**config.mk**
```make
export PLATFORM = sky130hd
export DESIGN_NAME = branch_pc_unit_flat
export DESIGN_NICKNAME = d
export VERILOG_FILES = /design/src/rtl/cpu_pkg.sv /design/src/rtl/branch_pc_unit_if.sv /design/src/rtl/ret_addr_stack.sv /design/src/rtl/branch_pc_unit.sv /design/src/flat_wrapper.sv
export SDC_FILE = /design/constraint.sdc
export NUM_CORES = 1
export LEC_CHECK = 0
export CAP_MARGIN = 20
export CORE_UTILIZATION = 45
export CTS_CLUSTER_SIZE = 10
export DETAILED_ROUTE_END_ITERATION = 8
export PLACE_DENSITY = 0.75
export SLEW_MARGIN = 10
export SYNTH_ARGS = -nofsm -noshare
export SYNTH_HDL_FRONTEND = slang
export SYNTH_SLANG_ARGS = --single-unit
```
**constraint.sdc**
```tcl
create_clock -name clk -period 2.55 [get_ports clk]
set_input_delay 0.51 -clock clk [delete_from_list [all_inputs] [get_ports clk]]
set_output_delay 0.51 -clock clk [all_outputs]
set_load 0.1 [all_outputs]
```
**src/rtl/cpu_pkg.sv**
```systemverilog
// Opcode encodings shared by decode, the branch/PC unit and the other ALUs.
// Pure definitions: no logic, no latency, no flow control.
package cpu_pkg;

   typedef logic [5:0] opcode_t;

   localparam opcode_t OP_BEQ  = 6'b001000;
   localparam opcode_t OP_BNE  = 6'b001001;
   localparam opcode_t OP_JR   = 6'b001010;
   localparam opcode_t OP_BEQZ = 6'b001011;
   localparam opcode_t OP_BENZ = 6'b001100;
   localparam opcode_t OP_JAL  = 6'b001101;
   localparam opcode_t OP_RET  = 6'b001110;

endpackage

```
**src/rtl/branch_pc_unit_if.sv**
```systemverilog
// Decode-to-fetch bundle: resolved-instruction inputs and PC/status outputs.
// master = decode side driving operands, slave = branch_pc_unit.
interface branch_pc_unit_if
   import cpu_pkg::*;
#(
   parameter int DW = 8,
   parameter int AW = 8
);
   logic          valid_i;
   logic          stall_i;
   opcode_t       opcode;
   logic [DW-1:0] x;
   logic [DW-1:0] y;
   logic [AW-1:0] offset;
   logic [AW-1:0] pc_o;
   logic          taken_o;
   logic          ras_ovf_o;
   logic          ras_unf_o;

   modport master (
      output valid_i, stall_i, opcode, x, y, offset,
      input  pc_o, taken_o, ras_ovf_o, ras_unf_o
   );

   modport slave (
      input  valid_i, stall_i, opcode, x, y, offset,
      output pc_o, taken_o, ras_ovf_o, ras_unf_o
   );

endinterface

```
**src/rtl/ret_addr_stack.sv**
```systemverilog
// Circular return-address LIFO; push/pop take effect on the clock edge, pop_data is the current top.
// No backpressure: a push when full overwrites the oldest entry and pulses ovf.
module ret_addr_stack #(
   parameter int AW        = 8,
   parameter int RAS_DEPTH = 4
) (
   input  logic          clk,
   input  logic          rst_n,
   input  logic          push,
   input  logic          pop,
   input  logic [AW-1:0] push_data,
   output logic [AW-1:0] pop_data,
   output logic          empty,
   output logic          full,
   output logic          ovf
);
   localparam int            PW      = $clog2(RAS_DEPTH);
   localparam logic [PW-1:0] PTR_ONE = PW'(1);
   localparam logic [PW:0]   CNT_ONE = (PW+1)'(1);
   localparam logic [PW:0]   CNT_MAX = (PW+1)'(RAS_DEPTH);

   logic [AW-1:0] mem [RAS_DEPTH];
   logic [PW-1:0] ptr;
   logic [PW-1:0] top_idx;
   logic [PW:0]   count;

   // ptr is the next write slot, so the newest entry sits one below it
   assign top_idx  = ptr - PTR_ONE;
   assign pop_data = mem[top_idx];
   assign empty    = (count == '0);
   assign full     = (count == CNT_MAX);
   assign ovf      = push & full;

   always_ff @(posedge clk or negedge rst_n) begin
      if (!rst_n) begin
         ptr   <= '0;
         count <= '0;
         for (int i = 0; i < RAS_DEPTH; i++) mem[i] <= '0;
      end else if (push) begin
         mem[ptr] <= push_data;
         ptr      <= ptr + PTR_ONE;
         if (!full) count <= count + CNT_ONE;
      end else if (pop && !empty) begin
         ptr   <= top_idx;
         count <= count - CNT_ONE;
      end
   end

endmodule

```
**src/rtl/branch_pc_unit.sv**
```systemverilog
// Owns the PC and resolves branches, jumps and call/return; new PC visible 1 cycle after resolve.
// stall_i freezes PC, RAS and flags (taken_o forced low); otherwise one instruction per cycle.
module branch_pc_unit
   import cpu_pkg::*;
#(
   parameter int          DW        = 8,
   parameter int          AW        = 8,
   parameter int          RAS_DEPTH = 4,
   parameter int unsigned RESET_PC  = 0
) (
   input  logic             clk,
   input  logic             rst_n,
   branch_pc_unit_if.slave  bus
);
   localparam logic [AW-1:0] RST_PC = AW'(RESET_PC);
   localparam logic [AW-1:0] PC_ONE = AW'(1);

   logic [AW-1:0] pc, pc_inc, pc_rel, x_abs, next_pc, ras_top;
   logic          taken, ovf_flag, unf_flag;
   logic          take, push, pop, unf_evt, adv;
   logic          ras_empty, ras_ovf, unused_ras_full;

   generate
      if (DW >= AW) begin : g_x_trunc
         assign x_abs = bus.x[AW-1:0];
      end else begin : g_x_zext
         assign x_abs = {{(AW-DW){1'b0}}, bus.x};
      end
   endgenerate

   // Two's-complement offset: a plain modulo-2^AW add covers backward branches
   assign pc_inc = pc + PC_ONE;
   assign pc_rel = pc + bus.offset;
   assign adv    = bus.valid_i & ~bus.stall_i;

   always_comb begin
      next_pc = pc_inc;
      take    = 1'b0;
      push    = 1'b0;
      pop     = 1'b0;
      unf_evt = 1'b0;
      if (bus.valid_i) begin
         case (bus.opcode)
            OP_BEQ:  if (bus.x == bus.y) begin next_pc = pc_rel; take = 1'b1; end
            OP_BNE:  if (bus.x != bus.y) begin next_pc = pc_rel; take = 1'b1; end
            OP_JR:   begin next_pc = x_abs; take = 1'b1; end
            OP_BEQZ: if (bus.x == '0) begin next_pc = pc_rel; take = 1'b1; end
            OP_BENZ: if (bus.x != '0) begin next_pc = pc_rel; take = 1'b1; end
            OP_JAL:  begin next_pc = pc_rel; take = 1'b1; push = adv; end
            OP_RET: begin
               if (!ras_empty) begin
                  next_pc = ras_top;
                  take    = 1'b1;
                  pop     = adv;
               end else begin
                  unf_evt = 1'b1;
               end
            end
            default: ;
         endcase
      end
   end

   ret_addr_stack #(
      .AW        (AW),
      .RAS_DEPTH (RAS_DEPTH)
   ) u_ras (
      .clk       (clk),
      .rst_n     (rst_n),
      .push      (push),
      .pop       (pop),
      .push_data (pc_inc),
      .pop_data  (ras_top),
      .empty     (ras_empty),
      .full      (unused_ras_full),
      .ovf       (ras_ovf)
   );

   always_ff @(posedge clk or negedge rst_n) begin
      if (!rst_n) begin
         pc       <= RST_PC;
         taken    <= 1'b0;
         ovf_flag <= 1'b0;
         unf_flag <= 1'b0;
      end else if (bus.stall_i) begin
         taken <= 1'b0;
      end else begin
         pc    <= next_pc;
         taken <= take;
         if (ras_ovf) ovf_flag <= 1'b1;
         if (unf_evt) unf_flag <= 1'b1;
      end
   end

   assign bus.pc_o      = pc;
   assign bus.taken_o   = taken;
   assign bus.ras_ovf_o = ovf_flag;
   assign bus.ras_unf_o = unf_flag;

endmodule

```
**src/flat_wrapper.sv**
```systemverilog
// flat-port wrapper written by rule: the top's interface ports become plain ports
module branch_pc_unit_flat import cpu_pkg::*;
#(
   parameter int          DW        = 8,
   parameter int          AW        = 8,
   parameter int          RAS_DEPTH = 4,
   parameter int unsigned RESET_PC  = 0
)
  (clk, rst_n, bus_valid_i, bus_stall_i, bus_opcode, bus_x, bus_y, bus_offset, bus_pc_o, bus_taken_o, bus_ras_ovf_o, bus_ras_unf_o);
  branch_pc_unit_if #(.DW(DW), .AW(AW)) bus_i ();
  input  logic clk;
  input  logic rst_n;
  input wire logic [$bits(bus_i.valid_i)-1:0] bus_valid_i;
  input wire logic [$bits(bus_i.stall_i)-1:0] bus_stall_i;
  input wire logic [$bits(bus_i.opcode)-1:0] bus_opcode;
  input wire logic [$bits(bus_i.x)-1:0] bus_x;
  input wire logic [$bits(bus_i.y)-1:0] bus_y;
  input wire logic [$bits(bus_i.offset)-1:0] bus_offset;
  output wire logic [$bits(bus_i.pc_o)-1:0] bus_pc_o;
  output wire logic [$bits(bus_i.taken_o)-1:0] bus_taken_o;
  output wire logic [$bits(bus_i.ras_ovf_o)-1:0] bus_ras_ovf_o;
  output wire logic [$bits(bus_i.ras_unf_o)-1:0] bus_ras_unf_o;
  assign bus_i.valid_i = bus_valid_i;
  assign bus_i.stall_i = bus_stall_i;
  assign bus_i.opcode = bus_opcode;
  assign bus_i.x = bus_x;
  assign bus_i.y = bus_y;
  assign bus_i.offset = bus_offset;
  assign bus_pc_o = bus_i.pc_o;
  assign bus_taken_o = bus_i.taken_o;
  assign bus_ras_ovf_o = bus_i.ras_ovf_o;
  assign bus_ras_unf_o = bus_i.ras_unf_o;
  branch_pc_unit #(.DW(DW), .AW(AW), .RAS_DEPTH(RAS_DEPTH), .RESET_PC(RESET_PC)) u_core (.clk(clk), .rst_n(rst_n), .bus(bus_i));
endmodule
```
Figure 1. Clock routing (run 1).
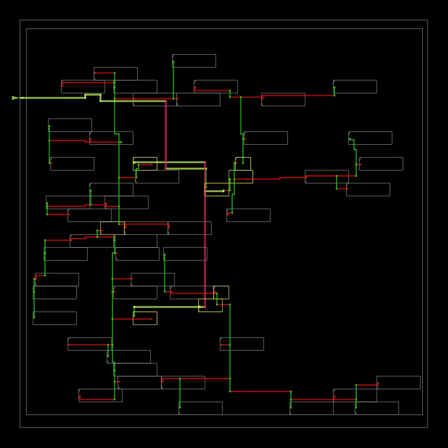
sequential cell count: 48
number of buffers inserted during clock tree synthesis: 5
setup skew after layout: 0.00467 ns
clock buffer instance count of the final layout: 6
clk latency late pin: 0.30 ns

Figure 2. Clock wires, drivers and flops (run 1).
(6 px per micron)
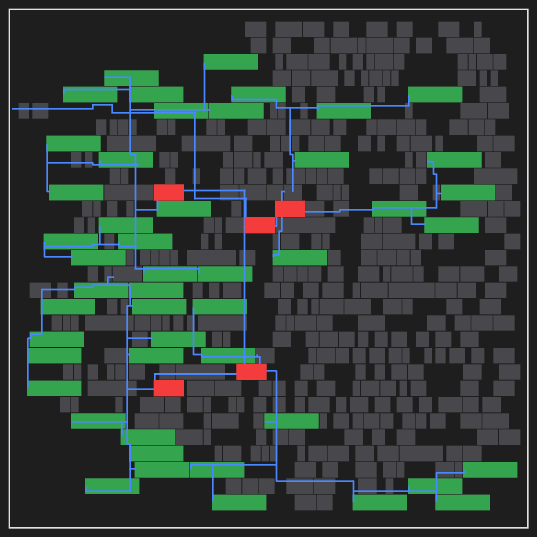
green -> flip-flops  # count 48
blue -> clock wires  # length 587 microns
red -> cells driving clock nets  # count 5
flops lie = widely spread
routed clock nets = 6
relative contribution of the clock network to total power: 18.3%
Power Clock: 0.508 mW

==> notes.md, run 1 <==
The synthesis and PnR run went through. Distinct cell type count after synthesis landed at between 50 and 60. TritonRoute reported its final design rule violation total as 0. The placement summary gives the final routability congestion estimate as 0.917. Number of diodes added for antenna fixing landed at 0. Per STA, the endpoint of the critical path is u_core.bus.pc_o[0]$_DFFE_PN0N_. The critical path starts at bus_x[4]. Count of non-filler cells in the finished layout landed at just over 500. Post-layout worst setup margin landed at ~0.066 ns.

STA puts the critical path data arrival time at 2.66 ns. In this run the critical register-to-register path is launched from u_core.u_ras.ptr[1]$_DFFE_PN0P_. Synthesized-area fraction occupied by and/or/nand/nor cells landed at between 10% and 20%. Instance count on the critical path landed at 7. STA classifies the critical path startpoint as an input pin. The slowest stage of the critical path belongs to the cell sky130_fd_sc_hd__or4_4.

Number of H-tree levels landed at 2. Number of violations reported at the end of detailed-routing iteration 0 landed at ~130. The analysis attributes to cell leakage a power of ~1.8 nW. Measured along the y axis, the die boundary spans ~86 microns. The initial antenna violation count came to 0.

Yosys attributes the largest share of cell area to sky130_fd_sc_hd__dfrtp_1 38%, sky130_fd_sc_hd__nand2_1 5.8%, sky130_fd_sc_hd__mux4_2 5.7%, sky130_fd_sc_hd__o21ai_0 5.5%, sky130_fd_sc_hd__xnor2_1 5.2%. By count the netlist is led by 49 x sky130_fd_sc_hd__nand2_1, 48 x sky130_fd_sc_hd__dfrtp_1, 35 x sky130_fd_sc_hd__o21ai_0, 19 x sky130_fd_sc_hd__nor2_1, 19 x sky130_fd_sc_hd__xnor2_1. Buffers inserted to repair hold after CTS numbered 0. Once detailed placement completed, the half-perimeter wirelength came to around 6500 microns. According to the floorplan report, the total die area is roughly 7400 sq um. Post-synthesis chip area from yosys landed at 3190 sq um. Clock-pin slew on the worst setup and hold paths landed at 0.10 ns.

The cell-mix breakdown from Yosys lists the XOR/XNOR area share as under 10%. The initial utilization of the core area, before any placement, comes to 46.7%. At floorplan, the net count of the design was reported as around 400.

Prior to clock tree synthesis, the placed netlist has a worst setup slack of -0.307 ns. The type recorded for the worst min-delay path is input pin to async pin. The run finished with clean final reports.

Combinational share of cell area landed at a little under half. Stage-log warning count landed at 29. Ratio of total power to cell area landed at ~680 nW/um^2. Count of TritonRoute iterations in the first routing pass landed at 5. After synthesis, the mean cell area works out to about 9.3 sq um.

Per the run summary, max-cap violations total 0. Per the detailed placement report, the placed cell area equals ~4000 sq um. Endpoints with negative setup slack in the final report add up to 0. Counting both buffers and inverters, the worst setup path holds a total of 1. The most used flip-flop cell after synthesis is sky130_fd_sc_hd__dfrtp_1.

Final tally of hold violations landed at 0. During synthesis, Yosys emitted a total of 0 warnings. STA lists the endpoint of the worst register-to-register path as u_core.bus.pc_o[3]$_DFFE_PN0N_. Clock tree buffer depth landed at 2.

between 200 and 300 cells are multi-input combinational gates. Count of input and output buffers landed at ~44. Count of library flops with an enable pin landed at 0. By area, logic gates come first. Global-route congestion overflow total landed at 0. Flop-to-flop setup slack landed at 0.30 ns. Counting plain and timing-repair buffers in the layout gives around 84. The first global-routing pass estimated roughly 14000 microns of wire. Overall power of the completed layout landed at roughly 2.8 mW. Count of inverters other than clock inverters in the layout landed at 9. Part of the cycle the worst path needs landed at a little under 100%. For the worst flop-to-flop path, the logic depth is 7.

Entering global routing, the biggest net connects between 40 and 50 pins. Number of vias per cell landed at around 5.6. STA classifies the critical path endpoint as a flip-flop. Average detailed-routed wire length per instance landed at 16.5 microns. Register area landed at approximately 1200 sq um. Across all hold checks on the routed design, the worst slack comes to around 0.29 ns. The area taken by multi-input combinational cells is reported as approximately 1900 sq um. On the critical path the largest part of the delay comes from AND-OR/OR-AND gates.

Time the final worst path needs with I/O delays and setup landed at ~2.5 ns. Cell count after placement landed at 505. Share of synthesized cell area in and-or and or-and compound cells landed at 19.7%. Summing every instance area after synthesis gives 3190 sq um. Fraction of area in non-clock buffers landed at 17.4%.

According to the timing report, the data required time at the worst endpoint equals ~2.7 ns. For this run the top cell type by instance count after synthesis was sky130_fd_sc_hd__nand2_1. Share of synthesized area occupied by flip-flops and latches landed at a little under two fifths. In this run the clock root is driven by a sky130_fd_sc_hd__clkbuf_8. Across the VDD grid, the largest voltage drop is roughly 360 uV.

Final net count landed at roughly 470. Number of vias after detailed routing landed at slightly below 3000. CTS sink count landed at about 48. For reference, the top logic cell family by area is AND-OR/OR-AND gates.

Horizontal extent of the die landed at 86.2 microns. For the pin with the worst max-slew slack, the measured transition is just over 0.6 ns. Overall routing resource usage recorded by global route was 24.3%. For reference, the final report shows the max-slew violation count at 0. Count of boundary I/O pins landed at ~45. TritonCTS built the clock tree. Final-layout clock-cell area share landed at roughly 2.4%. Worst-case headroom to the max-slew limit landed at between 50% and 60%.

The detail route stage leaves a number of antenna-violating nets equal to 0. The cell type that accounts for the most area after synthesis is sky130_fd_sc_hd__dfrtp_1. Highest clock rate landed at a little over 0.4 GHz. Final sum of negative setup slack landed at 0 ns.

The largest single stage delay on the critical path is between 0.5 and 0.6 ns. Count of state elements after synthesis landed at ~48. Area fraction of the dominant cell type after synthesis landed at between 30% and 40%. Fill cell total of the finished layout landed at between 600 and 700. For this floorplan the total number of well-tap instances is around 96.

After synthesis, the share of flip-flops with an asynchronous set or reset is 100%. Multiplexer area fraction after synthesis landed at 7.73%. Layout cell share with drive strength beyond 1 landed at 21.1%. The synthesized netlist handed to floorplanning was reported with a cell count of between 300 and 400. For this block, the routed nets add up to around 8500 microns of wire. Per STA, the worst path is made up of clkdlybuf4s50_1 > or4_4 > o2111a_2 > a41oi_4 > nand3_2 > a2111oi_2 > o22ai_1. After Yosys synthesis, full adders, half adders and majority gates account for under 10% of the synthesized area.

The number of global-route vias before repair was 2811. Count of instantiated cells in the yosys netlist landed at between 300 and 400. In this run the layout overhead on the synthesized area is reported as 28.4%. Looking at the critical path, the highest net fanout was 4.

By startpoint and endpoint, the worst setup path is classified as input pin to flip-flop.
Figure 3. Cells coloured by class (run 1).
(4 px per micron) Fill, decap, tap and diode cells in grey.
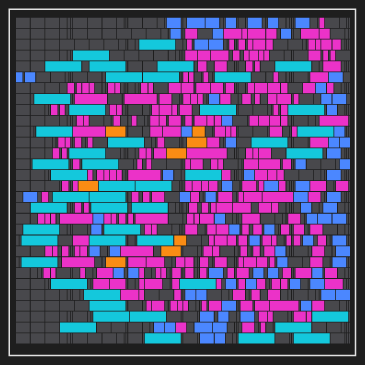
blue -> other buffers and delay cells  # cells 84
cyan -> flip-flops  # cells 48
orange -> clock drivers and dummy loads  # cells 8
magenta -> all other logic  # cells 278
core outline area: 6830 sq um
utilization of the core after routing: 59.9%
area of all placed cells without fillers: 4090 sq um
cell row count: 30
sequential share of cell area: 29.3%

[run 1: routing by layer]
metal  wire [microns]  track usage (%)  up-vias  share of wire (%)
li1                 -                -     1401                  -
met1             3680             32.7     1380                 44
met2             4080             41.2       90                 48
met3              566             3.71       11                6.7
met4              135             6.06        0                1.6
met5                0                0        -                  0
[run 1: timing repair]
action	in CTS	in global routing
gates resized	0	7
setup endpoints to repair	0	8
buffers inserted	0	1
[run 1: registers in the layout, indices dropped and copies added, names as in the netlist]
name                  flops
u_core.u_ras.ptr          2
u_core.u_ras.mem         32
u_core.bus.pc_o           8
u_core.bus.taken_o        1
u_core.bus.ras_ovf_o      1
u_core.bus.ras_unf_o      1
u_core.u_ras.count        3
[run 1: power by group]
part,internal (mW),switching (mW)
sequential,0.830,0.0887
combinational,0.482,0.863
clock,0.228,0.281
[run 1: placed cells by master, fill, tap and decap left out, types with 5 or more instances in the layout]
cell                              synthesis  layout
sky130_fd_sc_hd__buf_4                    0      51
sky130_fd_sc_hd__nand2_1                 49      49
sky130_fd_sc_hd__dfrtp_1                 48      48
sky130_fd_sc_hd__o21ai_0                 35      35
sky130_fd_sc_hd__clkdlybuf4s50_1          0      30
sky130_fd_sc_hd__nor2_1                  19      19
sky130_fd_sc_hd__xnor2_1                 19      19
sky130_fd_sc_hd__a21oi_1                 16      16
sky130_fd_sc_hd__nand3_1                 13      13
sky130_fd_sc_hd__ha_1                    12      12
sky130_fd_sc_hd__inv_1                    9       9
sky130_fd_sc_hd__xor2_1                   8       8
sky130_fd_sc_hd__mux4_2                   8       8
sky130_fd_sc_hd__nor2b_1                  7       7
sky130_fd_sc_hd__clkbuf_8                 0       6
sky130_fd_sc_hd__nand2b_1                 5       5
sky130_fd_sc_hd__mux2_2                   5       5
sky130_fd_sc_hd__a31oi_1                  6       5
Figure 4. Pin placement (run 1).
(3 px per micron) Pins as bars across the die edge, other pins in grey.
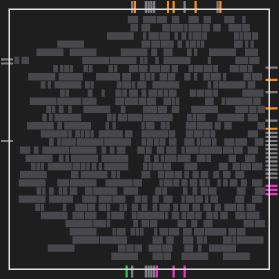

==> run 2, diff against run 1 <==
--- a/config.mk
+++ b/config.mk
@@ -6,6 +6,7 @@
 export NUM_CORES = 1
 export LEC_CHECK = 0
 export CAP_MARGIN = 20
+export CORE_MARGIN = 3
 export CORE_UTILIZATION = 45
 export CTS_CLUSTER_SIZE = 10
 export DETAILED_ROUTE_END_ITERATION = 8
Figure 5. Pin placement (run 2).
(3 px per micron) Pins as bars across the die edge, other pins in grey.
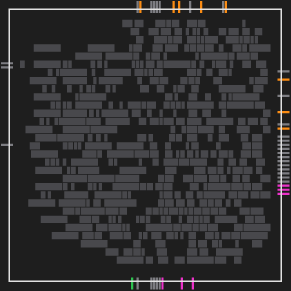
orange -> bus_pc_o  # pins 8, direction output, edge 5 north, 3 east
magenta -> bus_opcode  # pins 6, direction input, edge 3 south, 3 east
green -> bus_ras_unf_o  # pins 1, direction output, edge south
all pins by edge = 21 east, 12 north, 9 south, 3 west
count of buffers from port buffering: 44
horizontal extent of the die: 90.2 microns
vertical extent of the die: 90.2 microns

Figure 6. Clock routing (run 2).
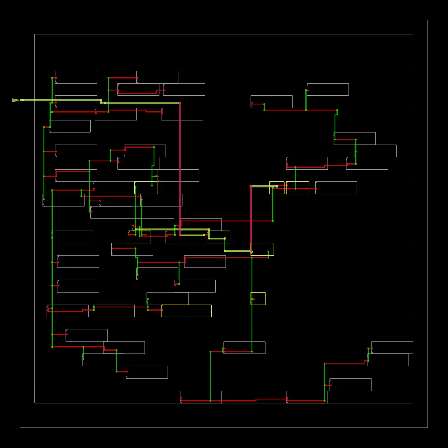
clock buffer instance count of the final layout: 5
setup skew after layout: 0.0118 ns
Power Clock: 0.588 mW
clk latency late pin: 0.31 ns
total clock sinks: 48

==> run 2 against run 1 <==
  * Count of clock-buffer cells in the layout is 1 lower
  * Total power is 2.3% higher
  * Synthesized cell count stayed put
  * Via count is 1.8% lower
  * Sequential power is 1% higher
  * First-iteration DRC count is 61% higher
==> notes.md, run 2 <==
The synthesis and PnR run went through. Overall power consumption after layout is estimated at roughly 2.8 mW. Final standard cell utilization of the core landed at around three fifths. STA lists the startpoint of the worst register-to-register path as u_core.u_ras.ptr[1]$_DFFE_PN0P_. Registers are responsible for between 30 and 40% of the overall power. Flip-flop count of the largest register after layout landed at 32. Post-layout worst setup margin landed at approximately 0.055 ns. After the last flow step, the layout net total stands at 460. The final report lists the setup-violating endpoint count as 0. Number of diodes added for antenna fixing landed at 0. According to the hold report, the worst path is of the input pin to async pin type. Number of violations reported at the end of detailed-routing iteration 0 landed at between 200 and 250. Entering global routing, the biggest net connects 27 pins. Per the synth stats, the proportion of register bits with asynchronous set or reset is 100%.

For this run, the slowest stage of the critical path takes approximately 0.58 ns. Relative to the synthesized area, the layout overhead comes to 28.4%. Weighted congestion at the end of routability-driven global placement landed at between 0.9 and 1. After the flow finishes, the layout carries non-filler instances totaling approximately 510. Data arrival at the endpoint of the critical path landed at roughly 2.7 ns. Yosys synthesis warning count landed at 0. Per the post-CTS timing run, clock transition at the registers of the reported paths is 0.10 ns. Per the STA report, the cell with the highest stage delay on the worst path is sky130_fd_sc_hd__or4_4. For this run, the register share of the synthesized area comes to a little under two fifths. Per the synthesis report, the dominant area consumer among library cells is sky130_fd_sc_hd__dfrtp_1.

Data required time at the worst endpoint landed at between 2 and 3 ns. Stage-log warning count landed at 30. Note, the detailed placer reported a final HPWL of a little under 7000 microns.

Worst-case headroom to the max-slew limit landed at 62.2%. Summing the areas of all and, or, nand and nor instances in the mapped netlist gives approximately 18% of the synthesized area. Hold is met by about 0.18 ns. Once placement completed, the tool counted placed cells totaling 500. Sorting the synthesis cell report by count puts at the top sky130_fd_sc_hd__nand2_1. After Yosys synthesis, XOR and XNOR cells account for 7.42% of the synthesized area. Counting I/O delays and the setup requirement, the final critical path takes ~2.5 ns. The first global-routing pass estimated roughly 15000 microns of wire. Synthesis produced a netlist whose cell count is between 300 and 400. TritonCTS built the clock tree.

Combinational logic is responsible for between 40% and 50% of the overall power. Area of the die landed at between 8000 and 9000 sq um. Global routing consumed, on the met3 layer, around 3.7% of the routing resources.

Of all nets on the critical path, the largest fanout is 4. Of the total synthesized cell area, the portion taken by AND-OR and OR-AND cells is between 10% and 20%. Net switching power landed at between 1 and 1.5 mW. The tree is rooted in a sky130_fd_sc_hd__clkbuf_8.

The launch point of the critical path was reported as bus_x[4]. The initial utilization of the core area, before any placement, comes to a little under half. Final sum of negative setup slack landed at 0 ns. The critical path is of the input pin to flip-flop type. Final tally of hold violations landed at 0. Count of state elements after synthesis landed at 48. CTS reports a maximum clock tree buffer depth of 2. Count of boundary I/O pins landed at between 40 and 50. The critical path goes through clkdlybuf4s50_1 > or4_4 > o31a_1 > a31oi_4 > nand3_2 > a2111oi_2 > o22ai_1.

Distinct cell type count after synthesis landed at ~55. Per the synthesis report, the single largest cell type by area occupies between 30 and 40% of cell area. STA classifies the critical path startpoint as an input pin. Post-synthesis cell area landed at 3190 sq um. The timing report attributes the biggest portion of critical-path delay to AND-OR/OR-AND gates. In this run the cell area measured after placement is between 3000 and 4000 sq um. Number of buffers created by CTS landed at 5. Average detailed-routed wire length per instance landed at between 15 and 20 microns.

The global routing stage identified its most utilized layer as met2. Static timing analysis puts the maximum clock frequency at around 0.4 GHz. Internal portion of total power landed at ~1.6 mW. Routed signal wires occupy layers up through met4. Post-synthesis chip area from yosys landed at approximately 3200 sq um. Looking at the reg2reg group, the worst path ends at u_core.bus.pc_o[0]$_DFFE_PN0N_. Pins over their slew limit in the final report were tallied at 0.

Max-cap violations in this run came to 0. Each instance of the synthesized netlist takes up on average between 9 and 10 sq um. Counting buffers and inverters, the worst setup path is 7 cells deep. Flop-to-flop setup slack landed at between 0.2 and 0.3 ns. Total track usage landed at 22.5%. The register with the most flip-flops in the final layout is u_core.u_ras.mem.

The global routing report lists met1 layer usage as 31.3%. The layout summary lists the proportion of cells stronger than drive strength 1 as 20.1%. The routed design uses around 4200 microns of met2 wire. The flow ran to the end, and the final reports show no timing, DRC or antenna violations. In the layout the commonest cells are 49 x sky130_fd_sc_hd__nand2_1, 48 x sky130_fd_sc_hd__dfrtp_1, 44 x sky130_fd_sc_hd__buf_4. The detail route stage leaves a number of antenna-violating nets equal to 0.
Figure 7. Signal wires on met2 (run 2).
(4 px per micron)
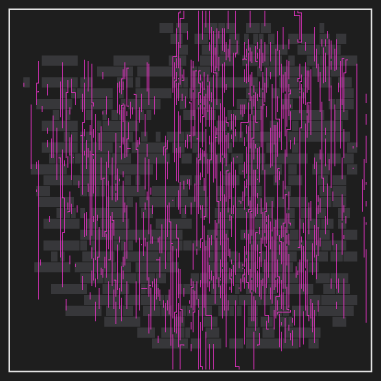
wire length on this layer = 4220 microns
longest straight run = 36.4 microns
share of all routed wire = 47%
nets with wire on the layer = 381
Total Routed Length: 8890 microns
GR Layer Usage met2: 36.9%
via total after detailed routing: 2829

==> run 2: netlist changes by cell type in the layout (fill, tap and decap cells not counted), sizes merged, moves of 2 or more <==
cell,before,now
dlymetal6s2s,2,0
buf,52,47
inv,11,9
clkdlybuf4s50,30,32
clkinv,0,2
==> run 2: power groups by stage <==
stage               clock network, mW  registers, mW  logic, mW
finish                          0.588          0.931       1.32
global route                    0.627          0.942       1.42
CTS                             0.593          0.929       1.32
detailed placement                  0          0.944       1.31
global placement                    0          0.940       1.29
floorplan                           0           1.22      0.576
==> run 2: how the worst min path moves through the flow <==
| stage | end | slack, ns | cells after the start |
|---|---|---|---|
| 3_3_place_gp | u_core.bus.ras_unf_o$_DFFE_PN0P_ | 0.44 | 1 |
| 5_1_grt | u_core.u_ras.mem[26]$_DFFE_PN0P_ | 0.21 | 1 |
| 2_1_floorplan | u_core.bus.pc_o[0]$_DFFE_PN0N_ | 0.21 | 0 |
| 3_5_place_dp | u_core.u_ras.mem[21]$_DFFE_PN0P_ | 0.47 | 2 |
| 6_report | u_core.u_ras.mem[26]$_DFFE_PN0P_ | 0.18 | 1 |
| 4_1_cts | u_core.u_ras.mem[10]$_DFFE_PN0P_ | 0.19 | 1 |
==> run 2: layout make-up <==
type                            count  area (sq um)  area share [%]
Timing Repair Buffer               79           696            17.0
Inverter                            9          33.8           0.825
Multi-Input combinational cell    269          1930            47.0
Clock buffer                        5          68.8            1.68
Tap cell                           96           120            2.93
Clock inverter                      3          47.5            1.16
Sequential cell                    48          1200            29.3
==> run 2: timing repair <==
action	in CTS	in global routing
setup endpoints to repair	2	7
buffers inserted	1	0
resized	0	5
==> run 3, diff against run 2 <==
--- a/config.mk
+++ b/config.mk
@@ -11,7 +11,7 @@
 export CTS_CLUSTER_SIZE = 10
 export DETAILED_ROUTE_END_ITERATION = 8
 export PLACE_DENSITY = 0.75
-export SLEW_MARGIN = 10
+export SLEW_MARGIN = 20
 export SYNTH_ARGS = -nofsm -noshare
 export SYNTH_HDL_FRONTEND = slang
 export SYNTH_SLANG_ARGS = --single-unit
Figure 8. Pin placement (run 3).
(3 px per micron) Pins as bars across the die edge, other pins in grey.
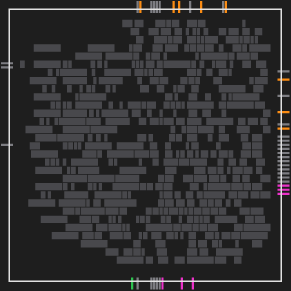
magenta -> bus_opcode  # pins 6, direction input, edge 3 south, 3 east
green -> bus_ras_unf_o  # pins 1, direction output, edge south
orange -> bus_pc_o  # pins 8, direction output, edge 5 north, 3 east
all pins by edge = 21 east, 12 north, 9 south, 3 west

Figure 9. Clock routing (run 3).
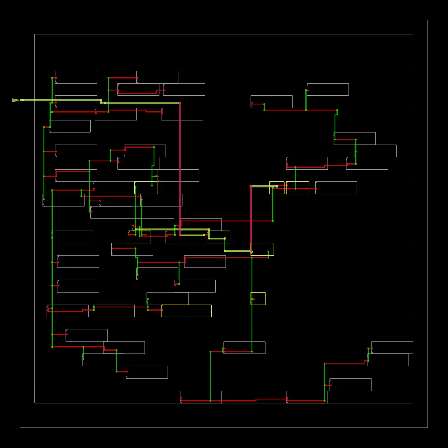

==> run 3 against run 2 <==
  * Total power unchanged
  * Via count did not move
  * Worst setup slack stayed put
  * Combinational power hardly changed
  * Global-route usage did not move
  * Flip-flop count stayed put
  * Final cell count is the same
  * Critical path type unchanged
  * Register-to-register slack hardly changed
  * First-iteration DRC count is the same
  * Final area stayed put
  * Die size stayed put
  * Critical endpoint unchanged
  * Clock skew unchanged
==> notes.md, run 3 <==
The synthesis and PnR run went through. Synthesized netlist cell count landed at ~340. Logged for this run, the post-placement worst setup slack is -0.321 ns. In the power breakdown, the internal column shows ~1.6 mW.

Worst-skew pair later-pin latency landed at ~0.31 ns. The power report lists the combinational group at about 1.3 mW. According to the hold report, the worst path is of the input pin to async pin type. At the worst endpoint, the required time is around 2.7 ns. The worst setup path is launched from an input pin. The analysis attributes to net switching a power of approximately 1.2 mW. The final report lists a non-filler cell total of a little over 500.

In this run the number of H-tree levels came out at 2. In the final design database the tool counted between 400 and 500 nets. The layout report lists the multi-input gate area as slightly below 2000 sq um. The end-of-flow timing check tallies setup violations at 0. Distinct cell type count after synthesis landed at approximately 55. Per the cell usage report, the commonest logic cells after layout are 49 x sky130_fd_sc_hd__nand2_1, 48 x sky130_fd_sc_hd__dfrtp_1, 44 x sky130_fd_sc_hd__buf_4. In this run the clock root is driven by a sky130_fd_sc_hd__clkbuf_8. Final-layout worst hold slack landed at between 0.15 and 0.2 ns. For this sky-water flow run, the detailed-routed wirelength per cell is reported as 17.5 microns. Layout cell share with drive strength beyond 1 landed at between 20% and 30%. In the finished design the tool counted flip-flops and latches totalling around 48. In this run the worst path has a maximum fanout of 4.

After synthesis, the share of flip-flops with an asynchronous set or reset is 100%. Horizontal extent of the die landed at between 90 and 100 microns. Share of power burned in combinational logic landed at 46.5%.

Once layout is complete, the utilization of the core stands at around 60%. The flow ran to the end, and the final reports show no timing, DRC or antenna violations. Summing all flip-flop and latch instances after layout gives around 1200 sq um. Clock tree buffer depth landed at 2. In this run the critical register-to-register path is launched from u_core.u_ras.ptr[1]$_DFFE_PN0P_. The violation tally recorded at the end of detailed-routing iteration 0 is approximately 200.

Entering global routing, the biggest net connects 27 pins. Time the final worst path needs with I/O delays and setup landed at roughly 2.5 ns. The clock network is responsible for approximately a fifth of the overall power.

At the floorplan stage, the core utilization is reported as 46.7%. The most common cell in the synthesized netlist is sky130_fd_sc_hd__nand2_1. In this run the remaining antenna-violating nets after routing total 0. Post-synthesis chip area from yosys landed at between 3000 and 4000 sq um.

According to the timing report, the arrival time at the worst endpoint equals 2.67 ns. The flow reported a cell area power density of 693 nW/um^2. Per the synth log, the flip-flop and latch total comes to 48. The power report attributes to the sequential group a share of 32.8%. The critical path starts at bus_x[4].

Switching share of total power landed at between 40% and 50%. After synthesis the cells add up to ~3200 sq um. The worst path uses 97.8% of the clock period. sky130_fd_sc_hd__dfrtp_1 takes more of the synthesized area than any other cell. Number of vias after detailed routing landed at ~2800. The filler cells instantiated in the layout total 624.

The wire length recorded after detailed routing is ~9000 microns. Among logic cells in the layout, the one with the most instances is sky130_fd_sc_hd__nand2_1. Across the routed clock network, the largest skew measured is around 0.012 ns. Per the timing report, the achievable frequency comes out to between 0.4 and 0.5 GHz. The class occupying the most area after layout is reported as logic gates. In this run, post-CTS hold repair placed 0 buffers. In this run the core area contains 30 standard-cell rows. Power dissipated in sequential cells landed at roughly 0.93 mW. First-pass GRT wire length landed at 14800 microns.

The floorplan report lists the tap cell count as 96. The finished cells cover 4090 sq um. Cell count after placement landed at approximately 500. Sequential share of cell area landed at 29.3%. Stage-log warning count landed at 30.

Per the synth stats, the flop cell with the highest instance count is sky130_fd_sc_hd__dfrtp_1.
Figure 10. Signal wires on met2 (run 3).
(4 px per micron)
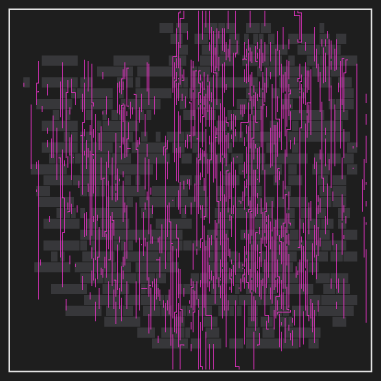
share of all routed wire = 47%
longest straight run = 36.4 microns

## run 3: cell counts after synthesis
No cell type changed its count.
## run 3: cells by family (layout without fill, tap and decap cells)
family / count (synthesis) / after routing / share of synthesized area (%)
simple gates: 119 / 119 / 18.5
compound gates: 95 / 95 / 19.7
flops: 48 / 48 / 37.7
xor+xnor: 27 / 27 / 7.42
buf+inv: 25 / 96 / 2.98
fa+ha+maj: 14 / 14 / 5.97
mux: 14 / 14 / 7.73
## run 3: what timing repair did
item,in CTS,in global routing
setup endpoints to repair,2,7
gates resized,0,5
gates cloned,0,0
setup buffers,1,0
## run 3: path summary, 6_finish.rpt
kind / to / slack (ns) / depth (start not counted)
worst max-delay path: u_core.bus.pc_o[0]$_DFFE_PN0N_ / 0.06 / 7
worst min-delay path: u_core.u_ras.mem[26]$_DFFE_PN0P_ / 0.18 / 1
worst max register to register: u_core.bus.pc_o[0]$_DFFE_PN0N_ / 0.26 / 6
worst min register to register: u_core.u_ras.mem[12]$_DFFE_PN0P_ / 0.49 / 2
max in group asynchronous: u_core.u_ras.mem[29]$_DFFE_PN0P_ / 1.83 / 2
min in group clk: u_core.u_ras.mem[12]$_DFFE_PN0P_ / 0.49 / 2
## run 3: worst max-delay path, cell delays in order
cell and delay, ns:
sky130_fd_sc_hd__clkdlybuf4s50_1 0.45, sky130_fd_sc_hd__or4_4 0.58, sky130_fd_sc_hd__o31a_1 0.34, sky130_fd_sc_hd__a31oi_4 0.21
sky130_fd_sc_hd__nand3_2 0.11, sky130_fd_sc_hd__a2111oi_2 0.33, sky130_fd_sc_hd__o22ai_1 0.14
## run 3: metal layers
layer	track usage [%]	part of all wire, %	vias up
met5	0	0	-
met4	5.10	1.8	0
met3	3.68	4.2	12
met2	36.9	47	79
met1	31.3	47	1351
li1	-	-	1387
Power figures rest on the tool's default switching activity, not on a simulated workload.
